==> config.mk <==
export PLATFORM = sky130hd
export DESIGN_NAME = run_reaction_timer
export DESIGN_NICKNAME = d
export VERILOG_FILES = /design/src/rtl/run_reaction_timer.sv
export SDC_FILE = /design/constraint.sdc
export NUM_CORES = 1
export LEC_CHECK = 0
export CAP_MARGIN = 20
export CORE_ASPECT_RATIO = 0.9
export CORE_UTILIZATION = 35
export CTS_BUF_LIST = sky130_fd_sc_hd__clkbuf_8
export CTS_CLUSTER_SIZE = 10
export DETAILED_ROUTE_END_ITERATION = 8
export DONT_BUFFER_PORTS = 1
export PLACE_DENSITY = 0.5
export SYNTH_ARGS = -nofsm -noshare
export SYNTH_HDL_FRONTEND = slang
export SYNTH_SLANG_ARGS = --single-unit
==> constraint.sdc <==
create_clock -name clk -period 4.95 [get_ports clk]
set_input_delay 0.495 -clock clk [delete_from_list [all_inputs] [get_ports clk]]
set_output_delay 0.495 -clock clk [all_outputs]
set_load 0.02 [all_outputs]
### Wire density map

The die is cut into 22 by 20 equal tiles; white is low, dark blue is high, scaled to the fullest tile. Values are wire area over tile area, all layers added.
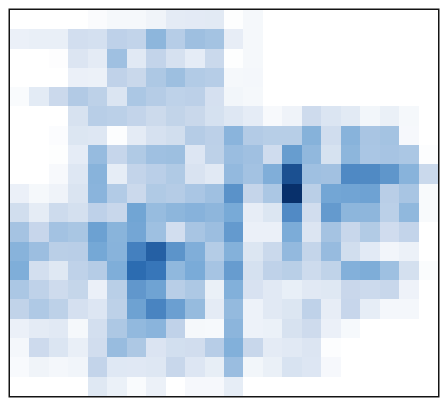
mean over tiles	0.12
nearly empty tiles	24%
emptiest ninth of the die	north-east
vias: 3047
Total Wirelength: 8.745 mm
total track usage: 16.75%
routed wire length per instance: 15.70 microns

### Clock routing

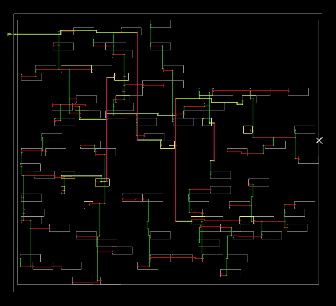
CTS sink count: 76
number of clock-tree buffers in the layout: 10
CTS buffer count: 9
clk_lat worst skew: 0.36 ns
registers: 76

### Close-up of the layout

Bar = 5 microns. Window x 46 to 66, y 60 to 80 microns. Cells in gray, sequential cells in the stronger gray; small squares are vias.
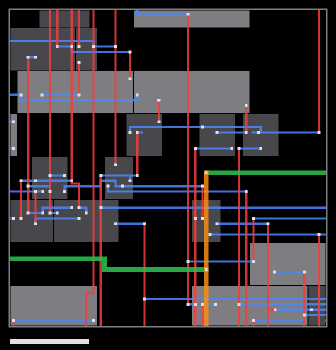
color	layer
blue	M1
green	M3
red	M2
orange	M4
most frequent	dfxtp_1 (5), nand2b_1 (2)
cells with their middle in the window	14
sequential cells in the window	5

### Pin map

Bar = 20 microns. Pins as bars across the die edge, other pins in gray.
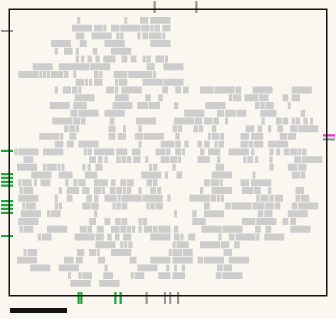
color	port	pins	direction	edge
magenta	`early`	1	output	east
green	`result_ms`	14	output	10 west, 4 south
all pins by edge	11 west, 8 south, 2 north, 2 east
Die Y: 100.2 microns
die width: 111.1 microns
I/O Buffers: 0

### Logic cells by family

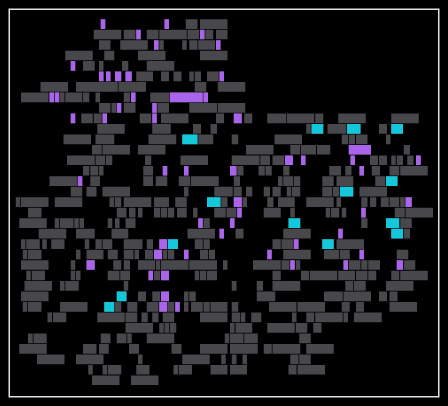
color	family	cells	most used
purple	nor cells	56	nor2_1
cyan	non-inverting ao/oa cells	14	a31o_2
final std cells w/o fill: 557
Commonest Layout Cell: dfxtp_1
logic share of the area: 51.64%

==> reports/qor.txt <==
Cell Type Count - 60
Worst-path clk slew - 0.08 ns
DRC viols - 2
Syn Nets - 445
Kind of critical path - flip-flop to flip-flop
Area of the core - 0.01033 sq mm
Rows - 35
Layout cells sized above 1 - 8.645%
Hold_buf cts - 0
Largest net degree at the start of global routing - 58
Fillcell total - 1070
Main flop type - dfxtp_1
Yosys warns - 0
Worst rel slew slack - 33.12%
H-tree levels - 3
Number of global-route vias before repair - 2916
Post-synth EDFFs - 0
Post-route ant nets - 0
Failing checks - DRC
Cell type with the largest total area - dfxtp_1
Vias per cell - 5.470
Yosys cell count - 431
Layout Skew - 0.004836 ns
IO Pins - 23
Period utilization - 55.76%
CTS tree - built
Final hold violations - 0
Final setup violation count - 0
Hpwl dp - 5.867 mm
Root Driver - clkbuf_8
Tool Warnings - 31
RSZ-0062 raised after global routing - no
Max FO, Critical Path - 22
Setup_tns - 0 ns
Synth top cell by count - dfxtp_1
Area growth, synth to finish - 7.472%
Final nets - 437
Critical path launch point type - flip-flop
Chip area - 0.01114 sq mm
Fmax achieved - 0.3623 GHz
Slew Limit Fails - 0
Commonest cells in the netlist - dfxtp_1 (76), nand2_1 (51), nor2_1 (40)
Top cells by area - dfxtp_1 (41%), nand2_1 (5.1%), mux2i_1 (4.5%), nor2_1 (4.0%), ha_1 (3.3%)
Seq share, synth - 40.56%
Avg Cell Area, Syn - 8.703 sq um
Postcts setup bufs - 0
FP Core Util - 36.30%
Status - complete, but fails checks
Worst Path Required - 5.21 ns
Total gr overflow - 0
Routability Congestion - 0.8036
Post-Syn Instances - 431
Register area - 0.001521 sq mm
Post-synth regs - 76
CTS Buffer Depth - 2
Leakage - 1.462 nW
Hold Crit Class - input pin to flip-flop
Max-cap viol count - 0
First drt pass iteration count - 6
First-pass GRT wire length - 14.70 mm
Initial antenna violation count - 0
Peak supply drop - 184.1 uV
Ys async rst share - 0%
Final Critical Period - 2.760 ns
Yosys synthesis chip area - 0.003751 sq mm
Total Power - 0.001839 W
Pwr/cell area - 456.1 mW/mm^2
Initial drt markers - 138
Post_cts resized - 0
Logic area - 0.002082 sq mm
Slew @ Worst Pin - 1.003 ns
# diodes - 0
Hold path cells - 1
Critical Path AT - 3.02 ns
R2R Setup Slk - 2.19 ns
Synth Cell Area - 0.003751 sq mm
Worst R2R Path Depth - 7
Top cell type's share of synthesized area - 40.56%
CP Capture Type - flip-flop
[area by class of cell]
type                       count  area share (%)
clock inverter                 6           1.614
clock buffer                  10           3.414
timing repair buffer           1          0.1862
sequential                    76           37.74
tap                          129           4.004
inverter                      15           1.397
multi-input combinational    320           51.64
[critical path, cell delays in order (launching register included)]
cell      delay (ns)
dfxtp_1         0.35
inv_1           0.10
ha_1            0.83
nor2_1          0.19
a211oi_4        0.39
and2_2          0.38
o21ai_0         0.13
a221oi_1        0.29
[cells in the final DEF (no fill, tap or decap), types with 5 or more instances in the layout]
cell type,synthesis,routed
o31ai_1,7,7
nand3_1,18,18
o21ai_0,12,12
o211ai_1,11,11
ha_1,10,10
clkbuf_8,0,10
nand2_1,51,51
nand2b_1,13,13
nor2_1,40,40
and2_1,7,7
mux2i_1,17,17
xnor2_1,12,12
xor2_1,13,13
dfxtp_1,76,76
inv_1,15,16
nor3_1,5,5
a21oi_1,21,21
nor4_1,6,6
and3_1,8,8
[where the power goes]
group	switching [W]	internal, W
Combinational	0.000386	0.000239
Sequential	0.0000605	0.000667
Clock	0.000241	0.000247
[through the flow]
stage | hold WS, ns | area [sq um] | instances | util (%) | worst slack, ns
2_1_floorplan | 0.3863 | 3751 | 431 | - | 2.944
3_3_place_gp | 0.3936 | 3829 | 541 | 37.05 | 2.336
3_5_place_dp | 0.4184 | 3829 | 541 | 37.05 | 2.229
4_1_cts | 0.1917 | 4031 | 557 | 39.01 | 2.194
5_1_grt | 0.1921 | 4031 | 557 | 39.01 | 1.946
6_report | 0.2123 | 4031 | 557 | 39.01 | 2.190
[cells by family (layout without fill, tap and decap cells)]
| family | count (synthesis) | after routing | share of synthesized area [%] |
|---|---|---|---|
| mux | 18 | 18 | 4.836 |
| fa+ha+maj | 10 | 10 | 3.336 |
| xor+xnor | 25 | 25 | 5.837 |
| buf+inv | 35 | 32 | 3.936 |
| flops | 76 | 76 | 40.56 |
| simple gates | 175 | 175 | 24.42 |
| compound gates | 92 | 92 | 17.08 |
[routing by layer]
layer / vias up / part of all wire (%) / GRT usage (%)
li1: 1524 / - / -
met5: - / 0 / 0
met2: 61 / 46 / 27.58
met3: 18 / 4.4 / 4.408
met1: 1444 / 48 / 21.02
met4: 0 / 1.9 / 6.757
Power is estimated from default activity; no workload was simulated.
